Fig. 1: run 1, wiring heat map
21 x 21 tiles, from dark blue (low) to red (high), scaled to the fullest tile. Values are wire area over tile area, all layers added.
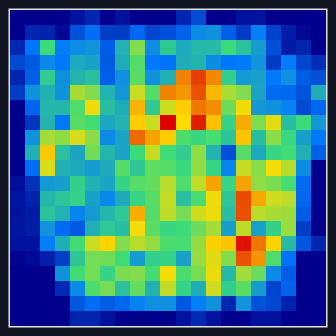
Fig. 2: run 1, routed clock nets over the placement
Scale bar: 20 um.
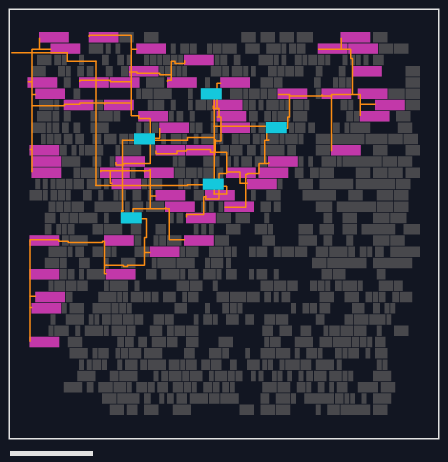
Fig. 3: run 1, the metal 4 layer
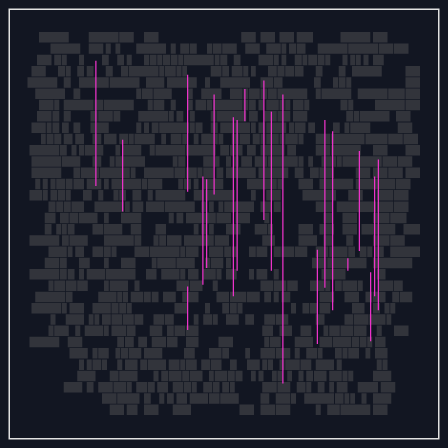
## src/rtl/alu_pkg.sv

```systemverilog
// Shared types and constants for the sequential ALU core (opcodes, FSM states, flag indices).
// Divide support is selected at build time with ALU_DIV_EN.
package alu_pkg;

  localparam int unsigned OP_W   = 4;
  localparam int unsigned FLAG_W = 4;

  localparam int unsigned FLAG_Z = 3;
  localparam int unsigned FLAG_N = 2;
  localparam int unsigned FLAG_C = 1;
  localparam int unsigned FLAG_V = 0;

  typedef enum logic [OP_W-1:0] {
    OP_ADD   = 4'd0,
    OP_SUB   = 4'd1,
    OP_AND   = 4'd2,
    OP_OR    = 4'd3,
    OP_XOR   = 4'd4,
    OP_SHL   = 4'd5,
    OP_SHR   = 4'd6,
    OP_SRA   = 4'd7,
    OP_MUL   = 4'd8,
    OP_DIV   = 4'd9,
    OP_PASSB = 4'd10
  } op_e;

  typedef enum logic [1:0] {
    ST_IDLE = 2'd0,
    ST_EXEC = 2'd1,
    ST_HOLD = 2'd2
  } state_e;

endpackage

```

## src/rtl/alu_seq_core_if.sv

```systemverilog
// Command/result handshake bundle between the tile adapter (master) and alu_seq_core (slave).
interface alu_seq_core_if #(parameter int unsigned WIDTH = 8);
  import alu_pkg::*;

  logic              in_valid;
  logic              in_ready;
  logic [OP_W-1:0]   op;
  logic              acc_sel;
  logic [WIDTH-1:0]  a;
  logic [WIDTH-1:0]  b;
  logic              out_valid;
  logic              out_ready;
  logic [WIDTH-1:0]  result;
  logic [WIDTH-1:0]  result_hi;
  logic [FLAG_W-1:0] flags;

  modport master (
    output in_valid, op, acc_sel, a, b, out_ready,
    input  in_ready, out_valid, result, result_hi, flags
  );

  modport slave (
    input  in_valid, op, acc_sel, a, b, out_ready,
    output in_ready, out_valid, result, result_hi, flags
  );

endinterface

```

## src/rtl/alu_seq_muldiv.sv

```systemverilog
// Iterative engine: WIDTH shift-add (MUL) or restoring-subtract (DIV) steps, first step on the start edge.
// The divider datapath exists only when ALU_DIV_EN is defined.
module alu_seq_muldiv #(
  parameter int unsigned WIDTH = 8
) (
  input  logic             clk,
  input  logic             rst,
  input  logic             ena_i,
  input  logic             start_i,
`ifdef ALU_DIV_EN
  input  logic             div_i,
`endif
  input  logic [WIDTH-1:0] a_i,
  input  logic [WIDTH-1:0] b_i,
  output logic             busy_o,
  output logic             done_o,
  output logic [WIDTH-1:0] lo_o,
  output logic [WIDTH-1:0] hi_o
);

  localparam int unsigned CW = $clog2(WIDTH);

  logic [CW-1:0]    cnt_q, cnt_d;
  logic             busy_q, busy_d;
  logic             done_q, done_d;
  logic [WIDTH-1:0] hi_q, hi_d;
  logic [WIDTH-1:0] lo_q, lo_d;
  logic [WIDTH-1:0] opnd_q, opnd_d;

  logic [WIDTH-1:0] hi_src, lo_src, opnd_src;
  logic [WIDTH:0]   add_sum;
`ifdef ALU_DIV_EN
  logic             div_q, div_d, div_src;
  logic [WIDTH:0]   div_shift, div_trial;
`endif

  // Step operates on fresh operands at start, otherwise on the running partial state
  always_comb begin
    cnt_d    = cnt_q;
    busy_d   = busy_q;
    done_d   = 1'b0;
    hi_d     = hi_q;
    lo_d     = lo_q;
    opnd_d   = opnd_q;
    hi_src   = start_i ? '0  : hi_q;
    lo_src   = start_i ? a_i : lo_q;
    opnd_src = start_i ? b_i : opnd_q;
    add_sum  = {1'b0, hi_src} + (lo_src[0] ? {1'b0, opnd_src} : '0);
`ifdef ALU_DIV_EN
    div_d     = div_q;
    div_src   = start_i ? div_i : div_q;
    div_shift = {hi_src, lo_src[WIDTH-1]};
    div_trial = div_shift - {1'b0, opnd_src};
`endif

    if (start_i || busy_q) begin
      opnd_d = opnd_src;
`ifdef ALU_DIV_EN
      div_d = div_src;
      if (div_src) begin
        // Restoring divide: hi holds the remainder, lo shifts dividend out and quotient in
        if (!div_trial[WIDTH]) begin
          hi_d = div_trial[WIDTH-1:0];
          lo_d = {lo_src[WIDTH-2:0], 1'b1};
        end else begin
          hi_d = div_shift[WIDTH-1:0];
          lo_d = {lo_src[WIDTH-2:0], 1'b0};
        end
      end else begin
        {hi_d, lo_d} = {add_sum, lo_src[WIDTH-1:1]};
      end
`else
      {hi_d, lo_d} = {add_sum, lo_src[WIDTH-1:1]};
`endif
      if (start_i) begin
        busy_d = 1'b1;
        cnt_d  = CW'(1);
      end else if (cnt_q == CW'(WIDTH - 1)) begin
        busy_d = 1'b0;
        done_d = 1'b1;
        cnt_d  = '0;
      end else begin
        cnt_d = cnt_q + CW'(1);
      end
    end
  end

  always_ff @(posedge clk) begin
    if (rst) begin
      cnt_q  <= '0;
      busy_q <= 1'b0;
      done_q <= 1'b0;
      hi_q   <= '0;
      lo_q   <= '0;
      opnd_q <= '0;
`ifdef ALU_DIV_EN
      div_q  <= 1'b0;
`endif
    end else if (ena_i) begin
      cnt_q  <= cnt_d;
      busy_q <= busy_d;
      done_q <= done_d;
      hi_q   <= hi_d;
      lo_q   <= lo_d;
      opnd_q <= opnd_d;
`ifdef ALU_DIV_EN
      div_q  <= div_d;
`endif
    end
  end

  assign busy_o = busy_q;
  assign done_o = done_q;
  assign lo_o   = lo_q;
  assign hi_o   = hi_q;

endmodule

```

## src/rtl/alu_seq_core.sv

```systemverilog
// Handshaked ALU: IDLE/EXEC/HOLD control, single-cycle ops, accumulator and flags around alu_seq_muldiv.
// Define ALU_DIV_EN to build the unsigned divider; otherwise opcode 9 decodes as illegal.
module alu_seq_core
  import alu_pkg::*;
#(
  parameter int unsigned WIDTH = 8
) (
  input  logic          clk,
  input  logic          rst,
  input  logic          ena,
  alu_seq_core_if.slave bus
);

  localparam int unsigned SW = $clog2(WIDTH);

  state_e            state_q, state_d;
  logic [WIDTH-1:0]  result_q, result_d;
  logic [WIDTH-1:0]  hi_q, hi_d;
  logic [WIDTH-1:0]  acc_q, acc_d;
  logic [FLAG_W-1:0] flags_q, flags_d;
  logic [OP_W-1:0]   op_q, op_d;
  logic              in_ready_q, out_valid_q;
  logic              start_c;

  logic [WIDTH-1:0]  opa_c;
  logic [SW-1:0]     sh_c;
  logic [WIDTH:0]    add_c, sub_c, shl_c, shr_c, sra_c;
  logic [WIDTH-1:0]  alu_res_c, alu_hi_c;
  logic              alu_c_c, alu_v_c, alu_multi_c;
  logic [FLAG_W-1:0] alu_flags_c;

  logic              md_busy, md_done;
  logic [WIDTH-1:0]  md_lo, md_hi;

  assign opa_c = bus.acc_sel ? acc_q : bus.a;
  assign sh_c  = bus.b[SW-1:0];
  assign add_c = {1'b0, opa_c} + {1'b0, bus.b};
  assign sub_c = {1'b0, opa_c} - {1'b0, bus.b};
  // Extra bit beside the word catches the last bit shifted out
  assign shl_c = {1'b0, opa_c} << sh_c;
  assign shr_c = {opa_c, 1'b0} >> sh_c;
  assign sra_c = $signed({opa_c, 1'b0}) >>> sh_c;

  // Single-cycle results; MUL and DIV with a nonzero divisor are flagged for the engine
  always_comb begin
    alu_res_c   = '0;
    alu_hi_c    = '0;
    alu_c_c     = 1'b0;
    alu_v_c     = 1'b0;
    alu_multi_c = 1'b0;
    case (bus.op)
      OP_ADD: begin
        alu_res_c = add_c[WIDTH-1:0];
        alu_c_c   = add_c[WIDTH];
        alu_v_c   = (opa_c[WIDTH-1] == bus.b[WIDTH-1]) && (add_c[WIDTH-1] != opa_c[WIDTH-1]);
      end
      OP_SUB: begin
        alu_res_c = sub_c[WIDTH-1:0];
        alu_c_c   = sub_c[WIDTH];
        alu_v_c   = (opa_c[WIDTH-1] != bus.b[WIDTH-1]) && (sub_c[WIDTH-1] != opa_c[WIDTH-1]);
      end
      OP_AND:   alu_res_c = opa_c & bus.b;
      OP_OR:    alu_res_c = opa_c | bus.b;
      OP_XOR:   alu_res_c = opa_c ^ bus.b;
      OP_SHL: begin
        alu_res_c = shl_c[WIDTH-1:0];
        alu_c_c   = shl_c[WIDTH];
      end
      OP_SHR: begin
        alu_res_c = shr_c[WIDTH:1];
        alu_c_c   = shr_c[0];
      end
      OP_SRA: begin
        alu_res_c = sra_c[WIDTH:1];
        alu_c_c   = sra_c[0];
      end
      OP_MUL:   alu_multi_c = 1'b1;
`ifdef ALU_DIV_EN
      OP_DIV: begin
        if (bus.b != '0) begin
          alu_multi_c = 1'b1;
        end else begin
          alu_res_c = '1;
          alu_hi_c  = opa_c;
          alu_v_c   = 1'b1;
        end
      end
`endif
      OP_PASSB: alu_res_c = bus.b;
      default:  alu_v_c = 1'b1;
    endcase
    alu_flags_c         = '0;
    alu_flags_c[FLAG_Z] = (alu_res_c == '0);
    alu_flags_c[FLAG_N] = alu_res_c[WIDTH-1];
    alu_flags_c[FLAG_C] = alu_c_c;
    alu_flags_c[FLAG_V] = alu_v_c;
  end

  // Next-state and result capture
  always_comb begin
    state_d  = state_q;
    result_d = result_q;
    hi_d     = hi_q;
    acc_d    = acc_q;
    flags_d  = flags_q;
    op_d     = op_q;
    start_c  = 1'b0;
    case (state_q)
      ST_IDLE: begin
        if (bus.in_valid) begin
          op_d = bus.op;
          if (alu_multi_c) begin
            start_c = 1'b1;
            state_d = ST_EXEC;
          end else begin
            result_d = alu_res_c;
            hi_d     = alu_hi_c;
            flags_d  = alu_flags_c;
            acc_d    = alu_res_c;
            state_d  = ST_HOLD;
          end
        end
      end
      ST_EXEC: begin
        if (md_done && !md_busy) begin
          result_d        = md_lo;
          hi_d            = md_hi;
          acc_d           = md_lo;
          flags_d         = '0;
          flags_d[FLAG_Z] = (op_q == OP_MUL) ? ((md_lo == '0) && (md_hi == '0)) : (md_lo == '0);
          flags_d[FLAG_N] = md_lo[WIDTH-1];
          flags_d[FLAG_V] = (op_q == OP_MUL) && (md_hi != '0);
          state_d         = ST_HOLD;
        end
      end
      ST_HOLD: begin
        if (bus.out_ready) state_d = ST_IDLE;
      end
      default: state_d = ST_IDLE;
    endcase
  end

  always_ff @(posedge clk) begin
    if (rst) begin
      state_q     <= ST_IDLE;
      result_q    <= '0;
      hi_q        <= '0;
      acc_q       <= '0;
      flags_q     <= '0;
      op_q        <= '0;
      in_ready_q  <= 1'b1;
      out_valid_q <= 1'b0;
    end else if (ena) begin
      state_q     <= state_d;
      result_q    <= result_d;
      hi_q        <= hi_d;
      acc_q       <= acc_d;
      flags_q     <= flags_d;
      op_q        <= op_d;
      in_ready_q  <= (state_d == ST_IDLE);
      out_valid_q <= (state_d == ST_HOLD);
    end
  end

`ifdef ALU_DIV_EN
  logic div_c;
  assign div_c = (bus.op == OP_DIV);
`endif

  alu_seq_muldiv #(.WIDTH(WIDTH)) u_muldiv (
    .clk     (clk),
    .rst     (rst),
    .ena_i   (ena),
    .start_i (start_c),
`ifdef ALU_DIV_EN
    .div_i   (div_c),
`endif
    .a_i     (opa_c),
    .b_i     (bus.b),
    .busy_o  (md_busy),
    .done_o  (md_done),
    .lo_o    (md_lo),
    .hi_o    (md_hi)
  );

  assign bus.in_ready  = in_ready_q;
  assign bus.out_valid = out_valid_q;
  assign bus.result    = result_q;
  assign bus.result_hi = hi_q;
  assign bus.flags     = flags_q;

endmodule

```

## src/flat_wrapper.sv

```systemverilog
// flat-port wrapper written by rule: the top's interface ports become plain ports
module alu_seq_core_flat import alu_pkg::*;
#(
  parameter int unsigned WIDTH = 8
)
  (clk, rst, ena, bus_in_valid, bus_op, bus_acc_sel, bus_a, bus_b, bus_out_ready, bus_in_ready, bus_out_valid, bus_result, bus_result_hi, bus_flags);
  alu_seq_core_if #(.WIDTH(WIDTH)) bus_i ();
  input  logic clk;
  input  logic rst;
  input  logic ena;
  input wire logic [$bits(bus_i.in_valid)-1:0] bus_in_valid;
  input wire logic [$bits(bus_i.op)-1:0] bus_op;
  input wire logic [$bits(bus_i.acc_sel)-1:0] bus_acc_sel;
  input wire logic [$bits(bus_i.a)-1:0] bus_a;
  input wire logic [$bits(bus_i.b)-1:0] bus_b;
  input wire logic [$bits(bus_i.out_ready)-1:0] bus_out_ready;
  output wire logic [$bits(bus_i.in_ready)-1:0] bus_in_ready;
  output wire logic [$bits(bus_i.out_valid)-1:0] bus_out_valid;
  output wire logic [$bits(bus_i.result)-1:0] bus_result;
  output wire logic [$bits(bus_i.result_hi)-1:0] bus_result_hi;
  output wire logic [$bits(bus_i.flags)-1:0] bus_flags;
  assign bus_i.in_valid = bus_in_valid;
  assign bus_i.op = bus_op;
  assign bus_i.acc_sel = bus_acc_sel;
  assign bus_i.a = bus_a;
  assign bus_i.b = bus_b;
  assign bus_i.out_ready = bus_out_ready;
  assign bus_in_ready = bus_i.in_ready;
  assign bus_out_valid = bus_i.out_valid;
  assign bus_result = bus_i.result;
  assign bus_result_hi = bus_i.result_hi;
  assign bus_flags = bus_i.flags;
  alu_seq_core #(.WIDTH(WIDTH)) u_core (.clk(clk), .rst(rst), .ena(ena), .bus(bus_i));
endmodule
```

## config.mk

```make
export PLATFORM = sky130hd
export DESIGN_NAME = alu_seq_core_flat
export DESIGN_NICKNAME = d
export VERILOG_FILES = /design/src/rtl/alu_pkg.sv /design/src/rtl/alu_seq_core_if.sv /design/src/rtl/alu_seq_muldiv.sv /design/src/rtl/alu_seq_core.sv /design/src/flat_wrapper.sv
export SDC_FILE = /design/constraint.sdc
export NUM_CORES = 1
export LEC_CHECK = 0
export CORE_MARGIN = 4
export CORE_UTILIZATION = 56
export DETAILED_ROUTE_END_ITERATION = 8
export GPL_TIMING_DRIVEN = 0
export PLACE_DENSITY = 0.78
export SLEW_MARGIN = 5
export SYNTH_ARGS = -nofsm -noshare
export SYNTH_HDL_FRONTEND = slang
export SYNTH_SLANG_ARGS = --single-unit
export TNS_END_PERCENT = 50
```

## constraint.sdc

```tcl
create_clock -name clk -period 11.48 [get_ports clk]
set_clock_uncertainty 0.1 [all_clocks]
set_input_delay 1.148 -clock clk [delete_from_list [all_inputs] [get_ports clk]]
set_output_delay 1.148 -clock clk [all_outputs]
set_load 0.01 [all_outputs]
```

==> impl_results.rst, run 1 <==
Synthesis and place-and-route
=============================

.. list-table::
   :header-rows: 1

   * - Metric
     - Value
   * - IR Drop Worst-Case VDD
     - 52.0 uV
   * - Buffer depth of the longest clock path
     - 2
   * - Count of buffering cells on the critical path with inverters included
     - 4
   * - Highest achievable clock rate
     - 185 MHz
   * - Minimum period implied by the final worst setup slack
     - 5.42 ns
   * - Crit path arrival time
     - 5.57 ns
   * - Launching element type of the critical path
     - input pin
   * - Count of tool warnings
     - 43
   * - Multi-In Gates
     - 495
   * - I/O pin count
     - 48
   * - Total internal power
     - 0.000304 W
   * - FF-to-FF Start
     - u_core.bus.result[1]$_SDFFE_PP0P_
   * - Max layer used
     - met4
   * - Core Density at Floorplan
     - 57.9%
   * - Hold Path Origin
     - u_core.bus.result_hi[0]$_SDFFE_PP0P_
   * - Placer congestion estimate
     - 1.07
   * - Sequential group share of total power
     - 43.1%
   * - Critical Path Start
     - bus_op[0]
   * - Max transition margin
     - 41.5%
   * - Clock network power share
     - 24.5%
   * - R2R Setup Slk
     - 7.61 ns
   * - Commonest Layout Cell
     - nor2_1
   * - Sequential share of cell area
     - 19.5%
   * - Share of layout cells above drive strength 1
     - 6.34%
   * - Most frequently used flop master after synthesis
     - dfxtp_1
   * - Count of library flops with an enable pin
     - 0
   * - Status
     - finished clean
   * - Fraction of power consumed by combinational cells
     - 32.4%
   * - Synth Register Bits
     - 56
   * - Number of setup buffers added after CTS
     - 0
   * - CTS Buf Count
     - 5
   * - Number of instances in the placed design
     - 794
   * - Non-Clock Inverter Count
     - 35
   * - Number of clock sinks
     - 56
   * - Core Rows
     - 34
   * - Cell class contributing the biggest share of worst-path delay
     - simple AND/OR/NAND/NOR gates
   * - IO Port Bufs
     - 45
   * - Largest area contributor in the synthesized netlist
     - dfxtp_1
   * - Number of standard cells after synthesis
     - 641
   * - Met2 Wirelength
     - 7510 um
   * - Area taken by multi-input logic gates
     - 3540 um2
   * - Non-clock buffering overhead in the final layout
     - 12.6%
   * - Multi-input gate share of total cell area
     - 61.6%
   * - Clock transition at the registers of the reported paths
     - 0.11 ns
   * - Core region area
     - 8760 um2
   * - Met1 GRT Util
     - 45.4%
   * - Worst hold slack
     - 0.361 ns
   * - Fraction of met2 tracks used by global routing
     - 49.0%
   * - Met1 Wirelength
     - 7190 um
   * - Switching power of the nets
     - 0.000165 W
   * - TritonCTS clock tree
     - yes
   * - AND-OR/OR-AND share of the synthesized area
     - 24.8%
   * - Vias in the first global route
     - 4750
   * - Well-Tap Cells
     - 108
   * - Via density per instance
     - 6.61
   * - Distinct cells, synth
     - 75
   * - Final standard cell utilization of the core
     - 65.6%
   * - Worst flop-to-flop path endpoint
     - u_core.bus.flags[3]$_SDFFE_PP0P_
   * - DRT iter0 DRCs
     - 513
   * - MaxCap Viol Count
     - 0
   * - Late-Pin Clk Latency
     - 0.32 ns
   * - Total routed wirelength
     - 16500 um
   * - Synth area leaders
     - dfxtp_1 (22%), ha_1 (8.6%), mux2i_1 (6.3%)
   * - Kind of end point of the critical path
     - register
   * - Number of hold buffers added after cts
     - 0
   * - Biggest area consumer among cell classes
     - logic gates
   * - Layout clock area frac
     - 1.68%
   * - Area growth from synthesis to layout
     - 13.5%
   * - Die Span Y
     - 103 um
   * - Power after layout
     - 0.000468 W
   * - Switching Share
     - 35.1%
   * - Static leakage power
     - 2.30 nW
   * - Final worst path period share
     - 47.2%
   * - Die outline width
     - 103 um
   * - Storage element area
     - 1120 um2
   * - Syn Area/Cell
     - 7.91 um2
   * - Antenna viol nets, final
     - 0
   * - Cell count of the worst hold path
     - 2
   * - Vias
     - 5304
   * - Unrepaired setup endpoints after global routing
     - no
   * - Top area contributor share
     - 22.1%
   * - Number of fill cells in the layout
     - 768
   * - CTS resizes
     - 0
   * - Total congestion overflow
     - 0
   * - Number of cell instances on the worst register-to-register path
     - 10
   * - Design area
     - 5750 um2
   * - Max Transition Viols Final
     - 0
   * - Worst slew pin tran
     - 0.866 ns
   * - Post-synthesis share of cell area spent on full adders, half adders and majority gates
     - 9.82%
   * - Netlist area before placement
     - 5070 um2
   * - Per-cell routed wire length
     - 20.6 um
   * - Cell with the biggest individual delay on the critical path
     - or4b_2
   * - Yosys synthesis chip area
     - 5070 um2
   * - Post-synth mux share
     - 12.8%
   * - Final #Nets
     - 757
   * - Commonest cells after routing, fill and taps aside
     - nor2_1 (71), dfxtp_1 (56), a21oi_1 (55)
   * - Overall fraction of global-route tracks in use
     - 31.5%
   * - Commonest cells in the netlist
     - nor2_1 (71), dfxtp_1 (56), a21oi_1 (55)
   * - First-pass GRT wire length
     - 26000 um
   * - Syn Nets
     - 705
   * - WS Path Type
     - in2reg
   * - Met3 Wirelength
     - 1240 um
   * - Dominant comb cell
     - AND-OR/OR-AND gates
   * - Final hold viol count
     - 0
   * - Layout Cells excl Fill
     - 802
   * - Cells along the critical path
     - clkdlybuf4s50_1 -> clkbuf_1 -> or4b_2 -> or3_1 -> clkbuf_1 -> o31ai_1 -> ha_1 -> inv_1 -> fa_1 -> nor2b_1 -> o21ai_0 -> a21boi_0 -> o21ai_0 -> nor3b_1 -> or3_1 -> a21oi_1
   * - Diodes inserted
     - 0
   * - Largest net degree at the start of global routing
     - 20
   * - Flop count
     - 56
   * - Minimum setup slack in the final design
     - 6.06 ns
   * - Share of async-settable or async-resettable flops after synthesis
     - 0%
   * - Layer with the highest usage
     - met2
   * - Number of DRC violations after detailed routing
     - 0
   * - Setup TNS Final
     - 0 ns
   * - Worst min-delay path endpoint
     - u_core.bus.result_hi[0]$_SDFFE_PP0P_
   * - Worst min-delay path class
     - reg2reg
   * - Slowest stage delay, CP
     - 0.82 ns
   * - Library cell with the highest instance count after synthesis
     - nor2_1
   * - Area share of and/or/nand/nor cells after synthesis
     - 20.8%
   * - Cell total in the yosys stat output
     - 641
   * - Die Outline Area
     - 10600 um2
   * - Crit Path Max Fanout
     - 10
   * - Clock root cell
     - clkbuf_8
   * - Register share after synthesis
     - 22.1%
   * - Synthesis warning total
     - 0
   * - Post-synthesis xor/xnor area fraction
     - 1.73%
   * - First-pass iteration count of the detailed router
     - 7
   * - Power density over the cells
     - 81.4 nW/um2
   * - Number of antenna violations at the first check in global routing
     - 0
   * - Final setup violation count
     - 0
   * - Placed cell areas
     - 5660 um2
   * - CTS H-Tree Depth
     - 2
-- Fig. 1 (at the start) --
14% of the tiles are nearly empty. The mean over all tiles is 0.26. The fullest tile reaches 0.71. 31% of the tiles are over half the peak. The densest ninth of the die: center.

-- Fig. 2 (at the start) --
Key: cyan = clock-net drivers [count 5]; orange = clock wires [length 642 um]; magenta = flip-flops [count 56]
There are 6 routed clock nets.

-- Fig. 3 (at the start) --
The wires run mostly vertical. 20 nets have wire on it. The longest straight run is 69.4 um. The layer carries 596 um of wire. The layer holds 3.6% of the routed length.

-- run 1: sequential cells by signal (all words and copies together) (netlist names), 2 cells and up --
| name | flops |
|---|---|
| u_core.bus.result_hi | 8 |
| u_core.u_muldiv.hi_o | 8 |
| u_core.u_muldiv.lo_o | 8 |
| u_core.u_muldiv.opnd_q | 8 |
| u_core.bus.result | 7 |
| u_core.bus.flags | 4 |
| u_core.op_q | 4 |
| u_core.u_muldiv.cnt_q | 3 |
| u_core.state_q | 2 |
-- run 1: tightest hold or removal path, cell delays in order, from the launching register on --
cell and delay [ns]:
dfxtp_1 0.33, nand2_1 0.05, a21oi_1 0.05
-- run 1: power groups by stage --
stage          sequential (W)  clock [W]  combinational [W]
6_report             0.000202   0.000115           0.000152
3_3_place_gp         0.000206          0           0.000144
5_1_grt              0.000202   0.000125           0.000162
2_1_floorplan        0.000206          0          0.0000965
3_5_place_dp         0.000206          0           0.000147
4_1_cts              0.000202   0.000117           0.000148
-- run 1: worst max-delay path by stage --
stage,to,slack (ns),cells past startpoint
finish,u_core.u_muldiv.hi_o[5]$_SDFFE_PP0P_,6.06,16
CTS,u_core.u_muldiv.hi_o[5]$_SDFFE_PP0P_,6.11,16
floorplan,u_core.u_muldiv.hi_o[5]$_SDFFE_PP0P_,6.84,15
global route,u_core.u_muldiv.hi_o[7]$_SDFFE_PP0P_,5.77,16
global placement,u_core.u_muldiv.hi_o[5]$_SDFFE_PP0P_,5.92,16
detailed placement,u_core.u_muldiv.hi_o[5]$_SDFFE_PP0P_,5.78,16
-- run 1: logic make-up (layout without fill, tap and decap cells) --
kind of cell,count (synthesis),after routing
compound gates,183,183
xor+xnor,10,10
fa+ha+maj,38,38
buf+inv,90,143
flops,56,56
mux,50,50
simple gates,214,214
--- run 2 (diff from run 1) ---
Clock period 11.48 ns to 5.6 ns, I/O delays scaled along.
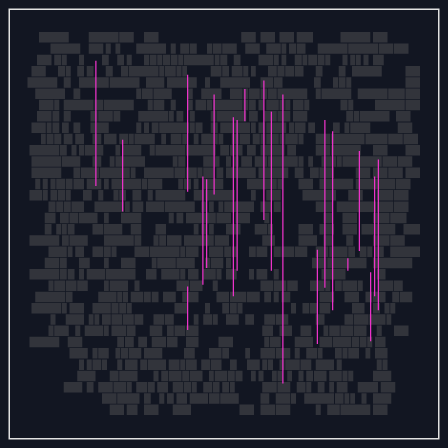
Fig. 4. The metal 4 layer (run 2).
The layer carries 596 um of wire. 20 nets have wire on it. The longest straight run is 69.4 um. The layer holds 3.6% of the routed length.

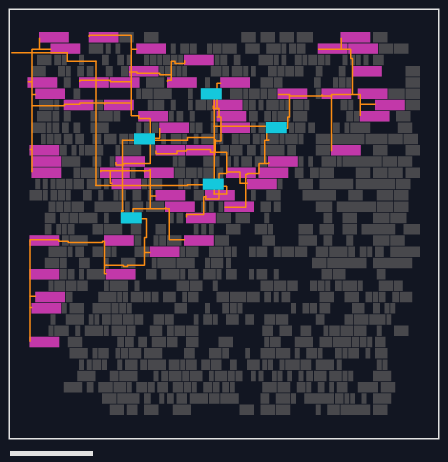
Fig. 5. Routed clock nets over the placement (run 2).
Scale bar: 20 um.
Key: magenta = flip-flops [count 56]; cyan = clock-net drivers [count 5]; orange = clock wires [length 642 um]
There are 6 routed clock nets.

==> run 2 against run 1 <==
Worst hold slack unchanged; area after synthesis stayed put; routed wire length stayed put; sequential power increased by 100%; largest cell class unchanged.
==> impl_results.rst, run 2 <==
Synthesis and place-and-route
=============================

.. list-table::
   :header-rows: 1

   * - Metric
     - Value
   * - WS Path Type
     - in2reg
   * - Minimum period implied by the final worst setup slack
     - 4.83 ns
   * - Worst hold slack
     - 0.361 ns (unchanged)
   * - Seq group
     - 0.000414 W (+100%)
   * - Core region area
     - 8760 um2 (unchanged)
   * - Cells along the critical path
     - clkdlybuf4s50_1 -> clkbuf_1 -> or4b_2 -> or3_1 -> clkbuf_1 -> o31ai_1 -> ha_1 -> inv_1 -> fa_1 -> nor2b_1 -> o21ai_0 -> a21boi_0 -> o21ai_0 -> nor3b_1 -> or3_1 -> a21oi_1
   * - Placer congestion estimate
     - 1.07 (unchanged)
   * - Post-detailed-placement half-perimeter wirelength
     - 12800 um
   * - Minimum setup slack in the final design
     - 0.771 ns (-5.29 ns)
   * - Largest area contributor in the synthesized netlist
     - dfxtp_1
   * - MaxCap Viol Count
     - 0 (unchanged)
   * - Number of antenna violations at the first check in global routing
     - 0 (unchanged)
   * - Required time at the endpoint of the critical path
     - 5.76 ns
   * - Clock root cell
     - clkbuf_8
   * - CTS H-Tree Depth
     - 2 (unchanged)
   * - Highest achievable clock rate
     - 207 MHz
   * - Group drawing the most power
     - registers
   * - Slowest stage delay, CP
     - 0.82 ns (about the same)
   * - CTS resizes
     - 0 (unchanged)
   * - First-pass iteration count of the detailed router
     - 7 (unchanged)
   * - Vias in the first global route
     - 4750 (unchanged)
   * - DRT iter0 DRCs
     - 513 (unchanged)
   * - I/O pin count
     - 48 (unchanged)
   * - Design area
     - 5750 um2 (unchanged)
   * - Static leakage power
     - 2.30 nW (unchanged)
   * - Crit Path Max Fanout
     - 10 (unchanged)
   * - Netlist area before placement
     - 5070 um2 (unchanged)
   * - Library cell with the highest instance count after synthesis
     - nor2_1
   * - Worst min-delay path class
     - reg2reg
   * - Power after layout
     - 0.000960 W (+100%)
   * - Synthesis warning total
     - 0 (unchanged)
   * - Status
     - finished clean
   * - Synth area leaders
     - dfxtp_1 (22%), ha_1 (8.6%), mux2i_1 (6.3%)
   * - Syn Nets
     - 705 (unchanged)
   * - Diodes inserted
     - 0 (unchanged)
   * - Distinct cells, synth
     - 75 (unchanged)
   * - Syn Area/Cell
     - 7.91 um2 (unchanged)
   * - Crit path arrival time
     - 4.99 ns (-0.58 ns)
   * - Antenna viol nets, final
     - 0 (unchanged)
   * - Clock network power share
     - 24.5% (about the same)
   * - Kind of end point of the critical path
     - register
   * - Unrepaired setup endpoints after global routing
     - no
   * - Power attributed to combinational cells
     - 0.000311 W (+100%)
   * - Die outline width
     - 103 um (unchanged)
   * - Switching Share
     - 35.1% (about the same)
   * - Die Outline Area
     - 10600 um2 (unchanged)
   * - Buffer depth of the longest clock path
     - 2 (unchanged)
   * - Power density over the cells
     - 167 nW/um2 (+100%)
   * - Largest net degree at the start of global routing
     - 20 (unchanged)
   * - Number of DRC violations after detailed routing
     - 0 (unchanged)
   * - Cell total in the yosys stat output
     - 641 (unchanged)
   * - IO Port Bufs
     - 45 (unchanged)
   * - CTS Buf Count
     - 5 (unchanged)
   * - First-pass GRT wire length
     - 26000 um (unchanged)
   * - Per-cell routed wire length
     - 20.6 um (unchanged)
   * - Overall fraction of global-route tracks in use
     - 31.5% (unchanged)
   * - Number of clock sinks
     - 56 (unchanged)
   * - Core Rows
     - 34 (unchanged)
   * - Final standard cell utilization of the core
     - 65.6% (unchanged)
   * - Setup slack after placement
     - 0.487 ns
   * - Placed cell areas
     - 5660 um2 (unchanged)
   * - Switching power of the nets
     - 0.000337 W (+100%)
   * - Final worst path period share
     - 86.2%
   * - Final setup violation count
     - 0 (unchanged)
   * - Met3 Usage GRT
     - 3.52%
   * - Vias
     - 5304 (unchanged)
   * - Share of async-settable or async-resettable flops after synthesis
     - 0% (unchanged)
   * - Number of standard cells after synthesis
     - 641 (unchanged)
   * - TritonCTS clock tree
     - yes
   * - Total routed wirelength
     - 16500 um (unchanged)
   * - Late-Pin Clk Latency
     - 0.32 ns (about the same)
   * - Count of buffering cells on the critical path with inverters included
     - 4 (unchanged)
   * - Final #Nets
     - 757 (unchanged)
   * - Max transition margin
     - 41.5% (unchanged)
   * - Total congestion overflow
     - 0 (unchanged)
   * - Clock network power
     - 0.000235 W (+100%)
   * - Cell class contributing the biggest share of worst-path delay
     - simple AND/OR/NAND/NOR gates
   * - Sequential group share of total power
     - 43.1% (about the same)
   * - Worst slew pin tran
     - 0.866 ns (unchanged)
   * - Most frequently used flop master after synthesis
     - dfxtp_1
   * - Max Transition Viols Final
     - 0 (unchanged)
   * - Commonest cells in the netlist
     - nor2_1 (71), dfxtp_1 (56), a21oi_1 (55)
   * - Cell with the biggest individual delay on the critical path
     - or4b_2
   * - Commonest cells after routing, fill and taps aside
     - nor2_1 (71), dfxtp_1 (56), a21oi_1 (55)
   * - Count of library flops with an enable pin
     - 0 (unchanged)
   * - Register share after synthesis
     - 22.1% (unchanged)
   * - Met1 GRT Util
     - 45.4% (unchanged)
   * - Total internal power
     - 0.000622 W (+100%)
   * - Number of setup buffers added after CTS
     - 0 (unchanged)
   * - Number of instances in the placed design
     - 794 (unchanged)
   * - Fraction of met2 tracks used by global routing
     - 49.0% (unchanged)
   * - Die Span Y
     - 103 um (unchanged)
   * - Layout Cells excl Fill
     - 802 (unchanged)
   * - Launching element type of the critical path
     - input pin
   * - Commonest Layout Cell
     - nor2_1
   * - Via density per instance
     - 6.61 (unchanged)
   * - Clock transition at the registers of the reported paths
     - 0.11 ns (about the same)
   * - Share of layout cells above drive strength 1
     - 6.34% (unchanged)
   * - IR Drop Worst-Case VDD
     - 107 uV (+110%)
   * - R2R Setup Slk
     - 1.73 ns (-5.88 ns)
   * - Number of hold buffers added after cts
     - 0 (unchanged)
   * - Synth Register Bits
     - 56 (unchanged)
   * - Area growth from synthesis to layout
     - 13.5% (unchanged)
   * - Fraction of power consumed by combinational cells
     - 32.4% (about the same)
   * - Yosys synthesis chip area
     - 5070 um2 (unchanged)
   * - Final hold viol count
     - 0 (unchanged)
   * - Core Density at Floorplan
     - 57.9% (unchanged)
   * - Setup TNS Final
     - 0 ns (unchanged)
   * - Count of tool warnings
     - 43 (unchanged)
   * - Layer with the highest usage
     - met2
   * - Top area contributor share
     - 22.1% (unchanged)
==> run 2: logic make-up after synthesis <==
family | after synthesis | synth area share (%)
AOI/OAI and AO/OA | 183 | 24.8
xor gates and xnor gates | 10 | 1.73
muxes | 50 | 12.8
DFF | 56 | 22.1
buffers and inverters | 90 | 7.97
adders and majority gates | 38 | 9.82
and+or+nand+nor | 214 | 20.8
==> run 2: worst paths after layout <==
path / endpoint / from / cells past startpoint
worst min-delay path: u_core.bus.result_hi[0]$_SDFFE_PP0P_ / u_core.bus.result_hi[0]$_SDFFE_PP0P_ / 2
worst max register to register: u_core.bus.flags[3]$_SDFFE_PP0P_ / u_core.bus.result[1]$_SDFFE_PP0P_ / 10
worst min register to register: u_core.bus.result_hi[0]$_SDFFE_PP0P_ / u_core.bus.result_hi[0]$_SDFFE_PP0P_ / 2
worst max-delay path: u_core.u_muldiv.hi_o[5]$_SDFFE_PP0P_ / bus_op[0] / 16
==> run 2: worst register-to-register path, delay by kind of cell, from the launching register on <==
family                     cells  cell delay [ns]
DFF                            1             0.37
muxes                          1             0.61
and+or+nand+nor                2             0.58
xor gates and xnor gates       1             0.18
adders and majority gates      1             0.26
AOI/OAI and AO/OA              4             1.42
buffers and inverters          1             0.25
==> run 2: final cells by class <==
class | instances | area, um2
Timing Repair Buffer | 45 | 450
Tap cell | 108 | 135
Multi-Input combinational cell | 495 | 3540
Inverter | 35 | 131
Buffer | 55 | 273
Clock inverter | 3 | 27.5
Fill cell | 768 | 3010
Clock buffer | 5 | 68.8
Sequential cell | 56 | 1120
==> run 2: layer usage <==
metal / vias up / share of wire (%)
met4: 0 / 3.6
met1: 2536 / 43
li1: 2453 / -
met5: - / 0
met3: 46 / 7.5
met2: 269 / 45
Power and IR drop assume default switching activity.
